Design prism_cfg_loader, sky130hd; sources not shown.
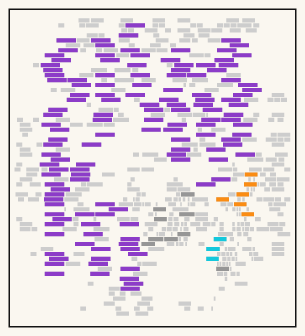
run_1/flops_by_reg.png
Other sequential cells in the stronger grey, the rest of the logic in the fainter grey.
Key: `state_q` = cyan [flops 3]; `u_fifo.mem_q` = purple [flops 132, where all over the die]; `addr_q` = orange [flops 6, where right middle]
Another 9 sequential cells are not coloured.
Core Util, Final: 0.378
Sequential Power: 0.00347 W

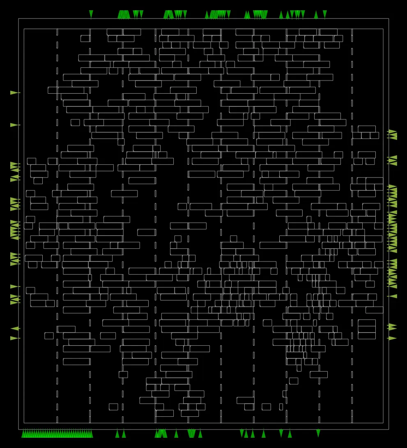
run_1/placement.png
Well Taps: 315
Cell Rows: 61
fillers: 2270
Core Footprint: 0.0251 mm^2
post-route insts no fill: 831

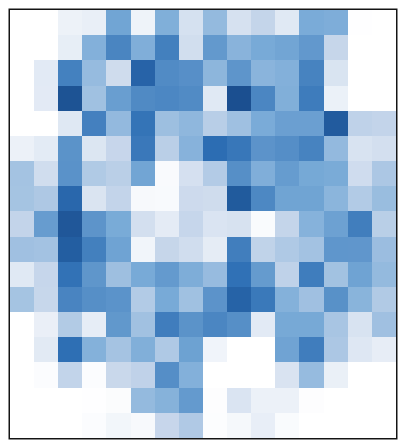
run_1/cell_density.png
16 x 17 tiles, from white (low) to dark blue (high), 0 to 100% covered.
3.7% of the tiles are over 75% full. The fullest tile reaches 87%. The mean over all tiles is 34%. The densest ninth of the die: top middle. 17% of the tiles are nearly empty.
Starting Density: 0.247

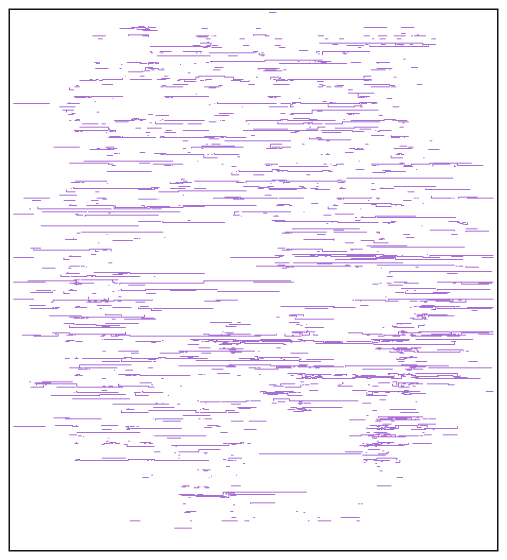
run_1/layer_met1.png
The layer holds 42% of the routed length. The wires run mostly horizontal. The layer carries 6380 um of wire. The longest straight run is 41.9 um.
routed vias: 3727
overall routed net length: 15.4 mm
GRT met1 Usage: 0.138

==> impl_metrics.ini, run 1 <==
; synthesis and place-and-route metrics
[detailed_routing]
drt_iter0_drc = 163
dr_wl_met2_mm = 8.00
ant_nets = 0
met1Wirelength_mm = 6.38
drc = 0
via_per_inst = 4.48
drtPass1Iterations = 4
dr_wl_met3_um = 769
wire_per_inst_um = 18.5
highest_layer = met5

[worst_setup_path]
regToRegSetupSlack_ps = 290
crit_buf_inv = 2
critPathArrivalTime_ps = 2000
cpLargestDelayFamily = multiplexers
max_stage_delay_ps = 530
cp-end-kind = output pin
crit_chain = buf_4 > mux4_2 > a22o_2 > buf_12
critical_path_class = register to output pin
startpoint_type = register
cp.depth = 4
cp.required_ps = 1680
r2r_cells = 4
cp_max_fo = 5
crit_slowest_cell = mux4_2

[synthesis]
synth.largest_area_cell = edfxtp_1
synthTopCellsByArea = edfxtp_1, mux4_2, dfxtp_1
yosysWarnings = 0
synth-main-ff-cell = edfxtp_1
enable_flop_cells = 132
synthDominantCellAreaShare = 0.640
ys_seq_frac = 0.698
yosys-mux-area-fraction = 0.128
most_common_cell = edfxtp_1
async_flop_share = 0
ys_cells = 348
synthesis.area_mm2 = 0.00619
ys_sh_simple = 0.0424
adder_share = 0.0121
syn-mean-instance-area_um2 = 17.8
aoi_share = 0.0798
ys_area_mm2 = 0.00619
syn-num-nets = 468
ys_ff = 150
logic_family = multiplexers
syn_inst = 348
synth-xor-area-share = 0.0141
top_cells_by_count = edfxtp_1, a22o_1, mux4_2, dfxtp_1, nor2_1
ys_types = 43

[power]
top_power_group = registers
netSwitchingFraction = 0.277
p_comb_w = 0.00169
intPower_w = 0.00577
clkPwrFrac = 0.354
leakage_nw = 3.29
switchingPower_w = 0.00221
p_total_w = 0.00798
p_clk_w = 0.00282
peakVddDrop_v = 0.000495
combinationalPowerShare = 0.211
seqPwrFrac = 0.435
cellPowerDensity_mw_per_mm2 = 841

[global_routing]
grt_use_met3 = 0.0331
grt_usage = 0.116
antenna_found_initial = 1
grt_overflow = 0
grt_max_degree = 34
grt_pass1_wl_mm = 23.0
use_met2 = 0.199
top_usage_layer = met2
grt_pass1_vias = 4013

[placed_design]
hpwl_mm = 10.2
dp_cells = 791
dp_slack_ps = -5.29
portBuffers = 125
placed_cell_area_mm2 = 0.00875

[worst_hold_path]
min_path_type = register to register
hold_depth = 2

[clocking]
clk_pin_slew_ps = 60
numClockSinks = 150
cts_buffers = 17
post_cts_resized = 15
h-tree-depth = 4
cts_buffer_depth = 2
postCtsHoldBufs = 0
root_buffer = clkbuf_16
cts_tree = done
cts_setup_buffers = 6
clk_latency_ps = 420

[status]
outcome = finished with violations
violations = setup timing

[finish]
largest_class = registers
comb_area_frac = 0.217
clock_cell_area_share = 0.0582
antennaDiodeCount = 0
final_cell_mix = edfxtp_1, clkdlybuf4s50_1, buf_12
clkbuf_count = 17
area_growth_pct = 53.2
regArea_mm2 = 0.00434
sh_seq_area = 0.457
nMultiInputCombCells = 166
n_all_inverters = 7
fin_area_mm2 = 0.00949
drive_gt1_frac = 0.390
layout_top_cell = edfxtp_1
comb_area_mm2 = 0.00206
largest_reg_flops = 132
buffers = 162
final_nets = 624
ff_count = 150
buffer_area_frac = 0.224

[sta]
fin_crit_sh = 1.15
slew_viol_final = 0
skew_ps = 6.41
hold_slack_ps = 484
finalCriticalPeriod_ps = 2420
fmax_mhz = 413
setup_tns_ps = -11420
setup_violations = 39
hold_viol = 0
fin_ws_ps = -321
grt_setup_unrepaired = yes

[floorplanning]
dieHeight_um = 173
die_x_um = 156
io_pins = 159
dieArea_mm2 = 0.0270

[job]
maxCapViolCount = 0
warnings = 64
run_1/layer_met2.png
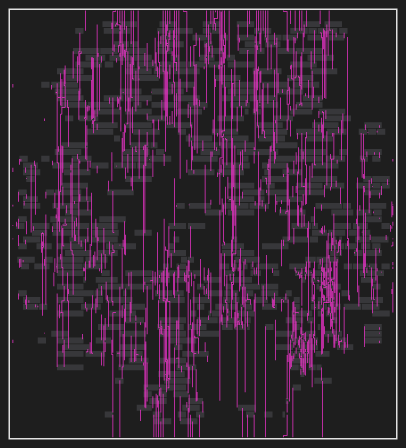

==> run 2, diff against run 1 <==
--- a/config.mk
+++ b/config.mk
@@ -6,12 +6,12 @@
 export NUM_CORES = 1
 export LEC_CHECK = 0
 export CAP_MARGIN = 10
-export CORE_AREA = 2 2 154 171
+export CORE_AREA = 2 2 125 139
 export CTS_CLUSTER_SIZE = 10
 export DETAILED_ROUTE_END_ITERATION = 8
-export DIE_AREA = 0 0 156 173
+export DIE_AREA = 0 0 127 141
 export GPL_ROUTABILITY_DRIVEN = 0
-export PLACE_DENSITY = 0.47
+export PLACE_DENSITY = 0.67
 export SLEW_MARGIN = 20
 export SYNTH_ARGS = -nofsm -noshare
 export SYNTH_HDL_FRONTEND = slang
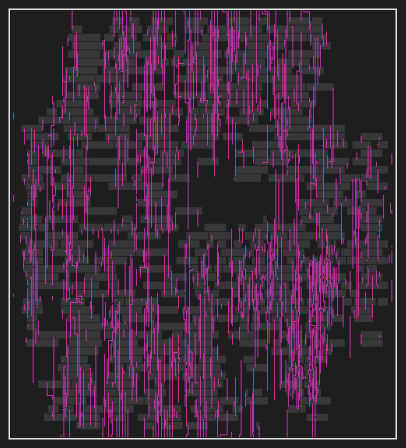
run_2/layer_met2.png
The longest straight run is 46.7 um. 554 nets have wire on it. The layer carries 7500 um of wire. The wires run mostly vertical. The layer holds 53% of the routed length.
overall routed net length: 14.2 mm
met2 Usage GRT: 0.280
routed vias: 3770

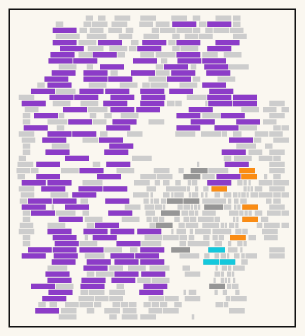
run_2/flops_by_reg.png
Other sequential cells in the stronger grey, the rest of the logic in the fainter grey.
Key: `u_fifo.mem_q` = purple [flops 132]; `addr_q` = orange [flops 6, where right middle]; `state_q` = cyan [flops 3]
Sequential Area: 0.00434 mm^2
flop share of the area: 0.458

==> run 2 against run 1 <==
Against the previous run:
- the flow still finishes with violations (setup timing)
- synthesized cell count is the same
- critical path depth is the same
- utilization grew 19 points
- count of clock-buffer cells in the layout grew 1
- sequential share of layout area grew 0.076 points
- total power grew 1.6%
- flip-flop count is the same
- area after synthesis is the same
- combinational power is essentially flat
- via count grew 1.2%
- critical path type unchanged
- largest power group unchanged
- highest routed layer is now met4
==> impl_metrics.ini, run 2 <==
; synthesis and place-and-route metrics
[detailed_routing]
via_per_inst = 5.20
wire_per_inst_um = 19.6
drt_iter0_drc = 230
drc = 0
dr_wl_met3_um = 668
dr_wl_met2_mm = 7.50
ant_nets = 0
met1Wirelength_mm = 5.73
drtPass1Iterations = 4
highest_layer = met4

[clocking]
cts_buffers = 17
cts_buffer_depth = 2
root_buffer = clkbuf_16
postCtsHoldBufs = 0
cts_tree = done
numClockSinks = 150
cts_setup_buffers = 0
post_cts_resized = 11
clk_latency_ps = 420
h-tree-depth = 4
clk_pin_slew_ps = 60

[global_routing]
grt_overflow = 0
top_usage_layer = met2
grt_pass1_wl_mm = 21.0
grt_max_degree = 43
use_met1 = 0.181
grt_pass1_vias = 3900
grt_usage = 0.158
antenna_found_initial = 0
grt_use_met3 = 0.0410

[sta]
slew_viol_final = 0
tightest_slew_ps = 731
grt_setup_unrepaired = yes
setup_tns_ps = -12000
fmax_mhz = 411
fin_crit_sh = 1.16
hold_slack_ps = 477
finalCriticalPeriod_ps = 2430
setup_violations = 39
fin_ws_ps = -334
skew_ps = 6.34

[worst_setup_path]
max_stage_delay_ps = 570
cpLargestDelayFamily = multiplexers
r2r_cells = 7
cp-end-kind = output pin
critPathArrivalTime_ps = 2010
crit_slowest_cell = mux4_2
startpoint_type = register
crit_chain = buf_12 > mux4_2 > a22o_4 > buf_12
cp.required_ps = 1680
critical_path_class = register to output pin
cp.depth = 4
regToRegSetupSlack_ps = 280

[synthesis]
synthesis.area_mm2 = 0.00619
ys_ff = 150
enable_flop_cells = 132
most_common_cell = edfxtp_1
syn_inst = 348
synthTopCellsByArea = edfxtp_1, mux4_2, dfxtp_1
ys_cells = 348
yosysWarnings = 0
top_cells_by_count = edfxtp_1, a22o_1, mux4_2, dfxtp_1, nor2_1
synth.largest_area_cell = edfxtp_1
async_flop_share = 0
synth-xor-area-share = 0.0141
ys_area_mm2 = 0.00619
aoi_share = 0.0798
synth-main-ff-cell = edfxtp_1
synthDominantCellAreaShare = 0.640
syn-num-nets = 468
syn-mean-instance-area_um2 = 17.8
ys_types = 43
ys_seq_frac = 0.698
yosys-mux-area-fraction = 0.128
logic_family = multiplexers
ys_sh_simple = 0.0424

[finish]
buffer_area_frac = 0.228
utilization = 0.570
drive_gt1_frac = 0.395
final_cells = 725
final_nets = 624
buffers = 162
ff_count = 150
layout_top_cell = edfxtp_1
clkbuf_count = 18
comb_area_mm2 = 0.00211
largest_class = registers
n_all_inverters = 7
fillers = 1293
fin_area_mm2 = 0.00948
nMultiInputCombCells = 166
area_growth_pct = 53.1
final_cell_mix = edfxtp_1, clkdlybuf4s50_1, buf_12
antennaDiodeCount = 0
clock_cell_area_share = 0.0614
comb_area_frac = 0.223
largest_reg_flops = 132

[worst_hold_path]
min_path_type = register to register
hold_depth = 2

[floorplanning]
num_rows = 50
dieHeight_um = 141
fp_util = 0.372
die_x_um = 127
dieArea_mm2 = 0.0179
core_area_mm2 = 0.0166
nWellTaps = 208
io_pins = 159

[placed_design]
dp_cells = 684
portBuffers = 125
dp_slack_ps = -17.6
hpwl_mm = 9.03
placed_cell_area_mm2 = 0.00862

[power]
switchingPower_w = 0.00220
pg_seq_w = 0.00347
top_power_group = registers
seqPwrFrac = 0.428
p_clk_w = 0.00293
p_total_w = 0.00810
p_comb_w = 0.00171
intPower_w = 0.00590
leakage_nw = 3.33
clkPwrFrac = 0.361
netSwitchingFraction = 0.272
peakVddDrop_v = 0.000462
combinationalPowerShare = 0.210

[job]
warnings = 64
maxCapViolCount = 0

[status]
outcome = finished with violations
violations = setup timing
Power is estimated from default activity; no workload was simulated.
